<file path="src/rtl/ifu_pkg.sv">
// ifu_pkg: shared constants and types for the instruction fetch unit.
// Optional feature macro (used by instr_fetch_unit): IFU_PERF_CNT_EN.
package ifu_pkg;

    localparam int IFU_PC_W       = 16;
    localparam int IFU_INSTR_W    = 16;
    localparam int IFU_FIFO_DEPTH = 2;
    localparam logic [IFU_PC_W-1:0] IFU_RESET_PC = 16'h0000;

    // Opcode field position, shared with the control unit
    localparam int OPCODE_MSB = IFU_INSTR_W - 1;
    localparam int OPCODE_LSB = IFU_INSTR_W - 4;
    localparam int OPCODE_W   = OPCODE_MSB - OPCODE_LSB + 1;

    typedef enum logic [1:0] {
        S_IDLE,
        S_WAIT,
        S_FLUSH
    } ifu_state_e;

    function automatic logic [OPCODE_W-1:0] opcode_of(input logic [IFU_INSTR_W-1:0] word);
        return word[OPCODE_MSB:OPCODE_LSB];
    endfunction

endpackage

</file>
<file path="src/rtl/ifu_if.sv">
// ifu_if: instruction memory bus and decode-side handshake of the fetch unit.
// master = fetch unit side, slave = memory/decode side.
interface ifu_if
    import ifu_pkg::*;
#(
    parameter int PC_W    = IFU_PC_W,
    parameter int INSTR_W = IFU_INSTR_W
) ();

    logic               imem_req;
    logic [PC_W-1:0]    imem_addr;
    logic               imem_ack;
    logic [INSTR_W-1:0] imem_rdata;

    logic               instr_valid;
    logic               instr_ready;
    logic [INSTR_W-1:0] instr;
    logic [PC_W-1:0]    instr_pc;

    modport master (
        output imem_req, imem_addr,
        input  imem_ack, imem_rdata,
        output instr_valid, instr, instr_pc,
        input  instr_ready
    );

    modport slave (
        input  imem_req, imem_addr,
        output imem_ack, imem_rdata,
        input  instr_valid, instr, instr_pc,
        output instr_ready
    );

endinterface

</file>
<file path="src/rtl/ifu_fifo.sv">
// ifu_fifo: small prefetch FIFO holding {instr_pc, instr}; clear empties it.
module ifu_fifo #(
    parameter  int DEPTH = 2,
    parameter  int W     = 32,
    localparam int AW    = $clog2(DEPTH),
    localparam int CW    = AW + 1
) (
    input  logic          clk,
    input  logic          rst_n,
    input  logic          clear,
    input  logic          push,
    input  logic          pop,
    input  logic [W-1:0]  wdata,
    output logic [W-1:0]  rdata,
    output logic [CW-1:0] count,
    output logic          empty
);

    logic [W-1:0]  mem [DEPTH];
    logic [AW-1:0] rd_ptr;
    logic [AW-1:0] wr_ptr;
    logic [CW-1:0] cnt;

    // Storage, pointers and occupancy; pointers wrap since DEPTH is a power of two
    always_ff @(posedge clk or negedge rst_n) begin
        if (!rst_n) begin
            rd_ptr <= '0;
            wr_ptr <= '0;
            cnt    <= '0;
            for (int unsigned i = 0; i < DEPTH; i++) begin
                mem[i] <= '0;
            end
        end else if (clear) begin
            rd_ptr <= '0;
            wr_ptr <= '0;
            cnt    <= '0;
        end else begin
            if (push) begin
                mem[wr_ptr] <= wdata;
                wr_ptr      <= wr_ptr + AW'(1);
            end
            if (pop) begin
                rd_ptr <= rd_ptr + AW'(1);
            end
            cnt <= cnt + CW'(push) - CW'(pop);
        end
    end

    assign rdata = mem[rd_ptr];
    assign count = cnt;
    assign empty = (cnt == '0);

    a_no_overflow: assert property (@(posedge clk) disable iff (!rst_n)
        !(push && !pop && !clear && (cnt == CW'(DEPTH))));

endmodule

</file>
<file path="src/rtl/instr_fetch_unit.sv">
// instr_fetch_unit: PC owner, single-outstanding imem requester, prefetch
// buffer and redirect flush. Optional perf counters: IFU_PERF_CNT_EN.
module instr_fetch_unit
    import ifu_pkg::*;
#(
    parameter int              PC_W       = IFU_PC_W,
    parameter int              INSTR_W    = IFU_INSTR_W,
    parameter int              FIFO_DEPTH = IFU_FIFO_DEPTH,
    parameter logic [PC_W-1:0] RESET_PC   = IFU_RESET_PC
) (
    input  logic            Clock,
    input  logic            Reset_n,
    ifu_if.master           bus,
    input  logic            redirect_valid,
    input  logic [PC_W-1:0] redirect_pc
`ifdef IFU_PERF_CNT_EN
    ,
    output logic [31:0]     fetch_stall_cnt,
    output logic [31:0]     flush_cnt
`endif
);

    localparam int CW = $clog2(FIFO_DEPTH) + 1;

    ifu_state_e      state_q, state_d;
    logic [PC_W-1:0] fetch_pc_q, fetch_pc_d;
    logic [PC_W-1:0] addr_q, addr_d;
    logic            req_q, req_d;
    logic [PC_W-1:0] redir_tgt;
    logic [PC_W-1:0] pc_inc;
    logic            push, pop, fifo_empty, credit;
    logic [CW-1:0]   count, count_next;
    logic [PC_W+INSTR_W-1:0] head;

    assign redir_tgt  = {redirect_pc[PC_W-1:1], 1'b0};
    assign pc_inc     = fetch_pc_q + PC_W'(2);
    // Redirect wins over both pop and push in the same cycle
    assign pop        = !fifo_empty && bus.instr_ready && !redirect_valid;
    assign push       = (state_q == S_WAIT) && bus.imem_ack && !redirect_valid;
    // Credit is evaluated after the current request (if any) has completed
    assign count_next = count + CW'(push) - CW'(pop);
    assign credit     = count_next < CW'(FIFO_DEPTH);

    ifu_fifo #(
        .DEPTH (FIFO_DEPTH),
        .W     (PC_W + INSTR_W)
    ) u_fifo (
        .clk   (Clock),
        .rst_n (Reset_n),
        .clear (redirect_valid),
        .push  (push),
        .pop   (pop),
        .wdata ({bus.imem_addr, bus.imem_rdata}),
        .rdata (head),
        .count (count),
        .empty (fifo_empty)
    );

    // Next-state, next PC and next request; an issued request is never withdrawn
    always_comb begin
        state_d    = state_q;
        fetch_pc_d = fetch_pc_q;
        addr_d     = addr_q;
        req_d      = req_q;
        unique case (state_q)
            S_IDLE: begin
                if (redirect_valid) begin
                    fetch_pc_d = redir_tgt;
                end else if (credit) begin
                    state_d = S_WAIT;
                    req_d   = 1'b1;
                    addr_d  = fetch_pc_q;
                end
            end
            S_WAIT: begin
                if (redirect_valid) begin
                    fetch_pc_d = redir_tgt;
                    if (bus.imem_ack) begin
                        state_d = S_IDLE;
                        req_d   = 1'b0;
                    end else begin
                        state_d = S_FLUSH;
                    end
                end else if (bus.imem_ack) begin
                    fetch_pc_d = pc_inc;
                    if (credit) begin
                        addr_d = pc_inc;
                    end else begin
                        state_d = S_IDLE;
                        req_d   = 1'b0;
                    end
                end
            end
            S_FLUSH: begin
                if (redirect_valid) begin
                    fetch_pc_d = redir_tgt;
                end
                if (bus.imem_ack) begin
                    state_d = S_IDLE;
                    req_d   = 1'b0;
                end
            end
            default: begin
                state_d = S_IDLE;
                req_d   = 1'b0;
            end
        endcase
    end

    // State, PC and registered request outputs
    always_ff @(posedge Clock or negedge Reset_n) begin
        if (!Reset_n) begin
            state_q    <= S_IDLE;
            fetch_pc_q <= RESET_PC;
            addr_q     <= RESET_PC;
            req_q      <= 1'b0;
        end else begin
            state_q    <= state_d;
            fetch_pc_q <= fetch_pc_d;
            addr_q     <= addr_d;
            req_q      <= req_d;
        end
    end

    assign bus.imem_req    = req_q;
    assign bus.imem_addr   = addr_q;
    assign bus.instr_valid = !fifo_empty;
    assign bus.instr_pc    = head[PC_W+INSTR_W-1:INSTR_W];
    assign bus.instr       = head[INSTR_W-1:0];

`ifdef IFU_PERF_CNT_EN
    // Saturating stall and redirect counters
    always_ff @(posedge Clock or negedge Reset_n) begin
        if (!Reset_n) begin
            fetch_stall_cnt <= '0;
            flush_cnt       <= '0;
        end else begin
            if (fifo_empty && (fetch_stall_cnt != '1)) begin
                fetch_stall_cnt <= fetch_stall_cnt + 32'd1;
            end
            if (redirect_valid && (flush_cnt != '1)) begin
                flush_cnt <= flush_cnt + 32'd1;
            end
        end
    end
`endif

endmodule

</file>
<file path="src/flat_wrapper.sv">
// flat-port wrapper written by rule: the top's interface ports become plain ports
module instr_fetch_unit_flat import ifu_pkg::*;
#(
    parameter int              PC_W       = IFU_PC_W,
    parameter int              INSTR_W    = IFU_INSTR_W,
    parameter int              FIFO_DEPTH = IFU_FIFO_DEPTH,
    parameter logic [PC_W-1:0] RESET_PC   = IFU_RESET_PC
)
  (Clock, Reset_n, redirect_valid, redirect_pc, bus_imem_req, bus_imem_addr, bus_imem_ack, bus_imem_rdata, bus_instr_valid, bus_instr, bus_instr_pc, bus_instr_ready);
  ifu_if #(.PC_W(PC_W), .INSTR_W(INSTR_W)) bus_i ();
  input  logic Clock;
  input  logic Reset_n;
  input  logic redirect_valid;
  input  logic [PC_W-1:0] redirect_pc;
  output wire logic [$bits(bus_i.imem_req)-1:0] bus_imem_req;
  output wire logic [$bits(bus_i.imem_addr)-1:0] bus_imem_addr;
  input wire logic [$bits(bus_i.imem_ack)-1:0] bus_imem_ack;
  input wire logic [$bits(bus_i.imem_rdata)-1:0] bus_imem_rdata;
  output wire logic [$bits(bus_i.instr_valid)-1:0] bus_instr_valid;
  output wire logic [$bits(bus_i.instr)-1:0] bus_instr;
  output wire logic [$bits(bus_i.instr_pc)-1:0] bus_instr_pc;
  input wire logic [$bits(bus_i.instr_ready)-1:0] bus_instr_ready;
  assign bus_imem_req = bus_i.imem_req;
  assign bus_imem_addr = bus_i.imem_addr;
  assign bus_i.imem_ack = bus_imem_ack;
  assign bus_i.imem_rdata = bus_imem_rdata;
  assign bus_instr_valid = bus_i.instr_valid;
  assign bus_instr = bus_i.instr;
  assign bus_instr_pc = bus_i.instr_pc;
  assign bus_i.instr_ready = bus_instr_ready;
  instr_fetch_unit #(.PC_W(PC_W), .INSTR_W(INSTR_W), .FIFO_DEPTH(FIFO_DEPTH), .RESET_PC(RESET_PC)) u_core (.Clock(Clock), .Reset_n(Reset_n), .bus(bus_i), .redirect_valid(redirect_valid), .redirect_pc(redirect_pc));
endmodule
</file>
<file path="config.mk">
export PLATFORM = sky130hd
export DESIGN_NAME = instr_fetch_unit_flat
export DESIGN_NICKNAME = d
export VERILOG_FILES = /design/src/rtl/ifu_pkg.sv /design/src/rtl/ifu_if.sv /design/src/rtl/ifu_fifo.sv /design/src/rtl/instr_fetch_unit.sv /design/src/flat_wrapper.sv
export SDC_FILE = /design/constraint.sdc
export NUM_CORES = 1
export LEC_CHECK = 0
export ABC_AREA = 0
export CORE_UTILIZATION = 45
export DETAILED_ROUTE_END_ITERATION = 10
export PLACE_DENSITY = 0.7
export RECOVER_POWER = 50
export SLEW_MARGIN = 20
export SYNTH_ARGS = -nofsm -noshare
export SYNTH_HDL_FRONTEND = slang
export SYNTH_SLANG_ARGS = --single-unit
export TNS_END_PERCENT = 1
</file>
<file path="constraint.sdc">
create_clock -name Clock -period 6.97 [get_ports Clock]
set_input_delay 1.394 -clock Clock [delete_from_list [all_inputs] [get_ports Clock]]
set_output_delay 1.394 -clock Clock [all_outputs]
set_load 0.02 [all_outputs]
</file>
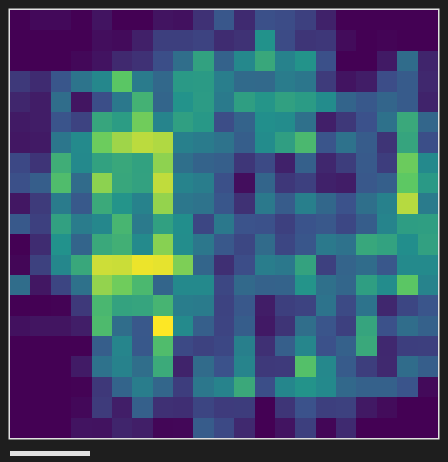
(run_1/route_heat.png)
The bar under the picture is 20 µm long. 21 x 21 tiles, from dark purple (low) to yellow (high), scaled to the fullest tile. Values are wire area over tile area, all layers added.
fullest tile	0.45
emptiest ninth of the die	south-west
mean over tiles	0.14
WL final: 10000 µm
DR vias: 3440
GRT Resource Usage Total: 19.0%

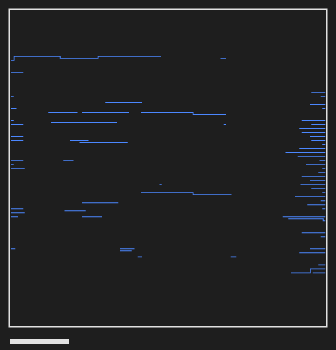
(run_1/m3.png)
The bar under the picture is 20 µm long.
share of all routed wire	4.8%
longest straight run	22.1 µm
nets with wire on the layer	63
met3 Use GR: 2.98%

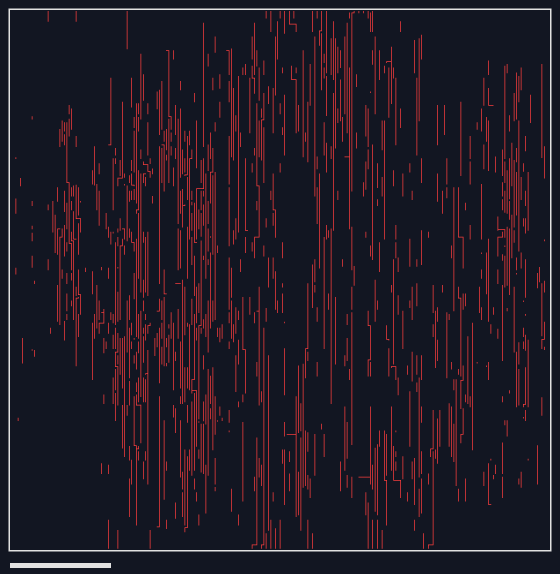
(run_1/m2.png)
The bar under the picture is 20 µm long.
nets with wire on the layer	459
main direction	vertical
wire length on this layer	4720 µm
longest straight run	43.0 µm
share of all routed wire	47%
met2 GRT Util: 30.5%

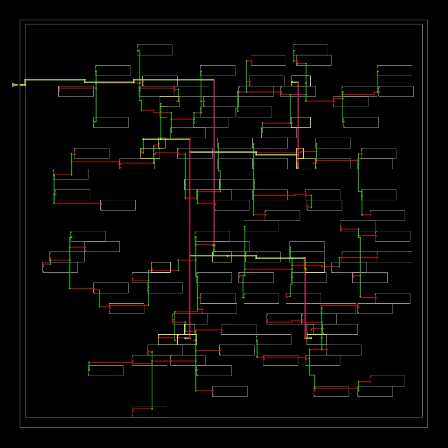
(run_1/clock_nets.png)
clk sinks: 99
registers: 99

==> run_results.csv, run 1 <==
group,metric,value,unit
floorplan,die_area,11500,µm²
final_timing,fin_skew,0.0121,ns
yosys,top_area_cell,"dfrtp_1",
yosys,ff_type,"dfrtp_1",
yosys,area_leaders,"dfrtp_1 (50%), mux2_2 (21%), a21oi_1 (2.4%)",
placed_design,post-dp-hpwl,6880,µm
power_and_ir_drop,ir_worst_vdd,151,µV
job,drv_cap,1,
layout,comb_share,37.8,%
clock_network,hold_buffers,0,
min_path,hold_depth,1,
layout,fill_cells,943,
layout,fin_cells,633,
worst_setup_path,crit_path_end,"u_core.bus.imem_addr[2]",
placed_design,dp_worst_setup_slack,2.72,ns
layout,num_antenna_cells,0,
final_timing,period_used_share,55.7,%
yosys,most_common_cell,"dfrtp_1",
power_and_ir_drop,switchingPower,0.000753,W
power_and_ir_drop,p_seq,0.000931,W
floorplan,fp-row-count,38,
worst_setup_path,cp_top_family,"buffers and inverters",
drt,vias_per_cell,5.43,
run_status,failed_checks,"max-capacitance violations, max-slew violations",
drt,drtPass1Iterations,4,
min_path,hp-class,"reg -> reg",
power_and_ir_drop,leakagePower,2.39,nW
clock_network,cts_tree,"yes",
worst_setup_path,cp_max_fo,30,
yosys,synthArstFlopShare,100,%
clock_network,cts_root_buf,"clkbuf_8",
yosys,adder_share,0.754,%
run_status,status,"complete, but fails checks",
clock_network,clkLatencyLatePin,0.37,ns
final_timing,finalSetupTns,0,ns
layout,final_cell_mix,"dfrtp_1 (99), mux2_2 (91), clkdlybuf4s50_1 (65)",
layout,seq-cell-share,41.4,%
power_and_ir_drop,power-top-group,"sequential cells",
global_route,grt_max_degree,60,
layout,lay_top_count,"dfrtp_1",
worst_setup_path,cpPeakStageDelay,0.74,ns
power_and_ir_drop,power.share.combinational,41.2,%
floorplan,fp-utilization,46.1,%
drt,wl_met3,478,µm
worst_setup_path,crit_path_cell_trace,"dlygate4sd3_1 > and4bb_2 > inv_1 > ha_1 > inv_1 > ha_1 > xor3_2 > nor4b_4 > buf_4 > nor2_1 > a31oi_1",
clock_network,clk_pin_slew_worst_paths,0.09,ns
power_and_ir_drop,swShare,34.9,%
floorplan,taps,140,
worst_setup_path,crit_cells,11,
yosys,ys_seq_elements,99,
placed_design,place_area,5810,µm²
power_and_ir_drop,p_int,0.00140,W
layout,fin_util,55.4,%
yosys,ys_warn_count,0,
worst_setup_path,reg2reg_from,"u_core.state_q[0]",
final_timing,holdWs,0.499,ns
worst_setup_path,path_buffers,4,
layout,clk_share,2.99,%
yosys,synthCells,419,
placed_design,dp.cells,617,
layout,syn_to_final_growth,20.2,%
layout,final_area,5980,µm²
yosys,compound_area_share,8.40,%
final_timing,worstMarginPinSlew,2.23,ns
worst_setup_path,required,7.26,ns
yosys,logic_family,"multiplexers",
floorplan,die_w,107,µm
drt,drt_iter0_drc,163,
global_route,grt_pass1_vias,3367,
clock_network,h-tree-depth,3,
floorplan,coreArea,10800,µm²
final_timing,slew_viol_final,42,
layout,flop_area,2480,µm²
placed_design,gp_congestion,0.831,
yosys,edf_count,0,
yosys,muxShareOfSynthArea,21.2,%
final_timing,slew_headroom,-48.6,%
layout,nNetsFinal,528,
yosys,ys_types,55,
==> inputs of run 2 (changes only) <==
Clock period 6.97 ns to 3.8 ns, I/O delays scaled along.
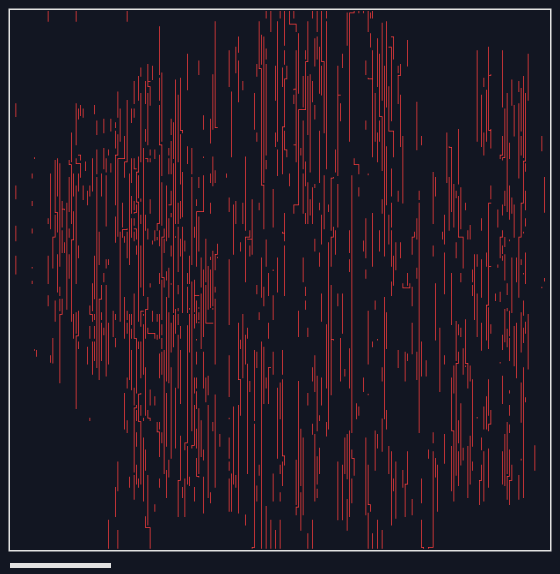
(run_2/m2.png)
The bar under the picture is 20 µm long.
main direction	vertical
wire length on this layer	5040 µm
share of all routed wire	48%
longest straight run	51.0 µm
nets with wire on the layer	467
DR vias: 3447
WL final: 10400 µm
met2 GRT Util: 31.1%

==> run 2 against run 1 <==
Effect of this change: flip-flop count stayed put; clock power grew 120%; clock-buffer cell count shrank 2; worst hold slack gained 0.0050 ns; cell count rose by 0.47%; die size stayed put; highest routed layer unchanged; utilization grew 0.53 points; clock skew decreased by 0.00054 ns; register-to-register slack lost 3.3 ns; worst setup slack worse by 2.5 ns; the run still ends with max-capacitance violations, max-slew violations left; largest power group unchanged; critical path depth unchanged; first-iteration DRC count fell by 26%.
==> run_results.csv, run 2 <==
group,metric,value,unit
run_status,status,"complete, but fails checks",
yosys,top_area_cell,"dfrtp_1",
yosys,edf_count,0,
yosys,logic_family,"multiplexers",
floorplan,coreArea,10800,µm²
yosys,muxShareOfSynthArea,21.2,%
layout,fill_cells,944,
clock_network,clkLatencyLatePin,0.36,ns
power_and_ir_drop,power-top-group,"sequential cells",
floorplan,fp-row-count,38,
final_timing,period_used_share,84.7,%
layout,clk_share,3.69,%
final_timing,fin_skew,0.0116,ns
clock_network,h-tree-depth,3,
final_timing,slew_viol_final,48,
layout,seq-cell-share,41.0,%
yosys,compound_area_share,8.40,%
layout,seq_cells,99,
power_and_ir_drop,switchingPower,0.00142,W
floorplan,taps,140,
worst_setup_path,cp_max_fo,30,
drt,drtPass1Iterations,4,
layout,fin_util,56.0,%
run_status,failed_checks,"max-capacitance violations, max-slew violations",
power_and_ir_drop,power.share.combinational,40.3,%
worst_setup_path,crit_cells,11,
layout,final_cell_mix,"dfrtp_1 (99), mux2_2 (91), clkdlybuf4s50_1 (78)",
job,drv_cap,1,
yosys,synthCells,419,
worst_setup_path,crit_path_end,"u_core.bus.imem_addr[2]",
yosys,most_common_cell,"dfrtp_1",
clock_network,cts_root_buf,"clkbuf_8",
drt,vias_per_cell,5.42,
global_route,grt_max_degree,48,
min_path,hold_depth,1,
layout,num_antenna_cells,0,
global_route,track_usage,18.7,%
floorplan,fp-utilization,46.1,%
final_timing,finalSetupTns,0,ns
placed_design,place_area,5830,µm²
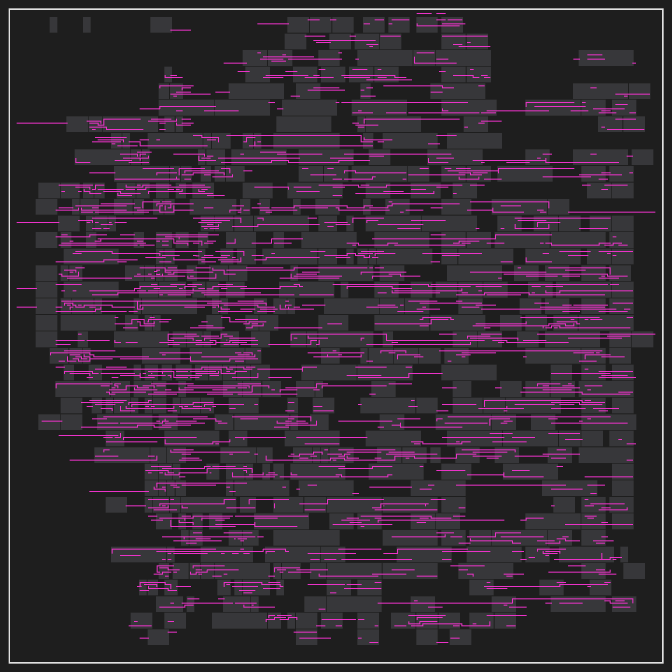
(run_2/m1.png)
longest straight run	29.0 µm
main direction	horizontal
GRT met1 Usage: 25.0%

Power and IR drop assume default switching activity.
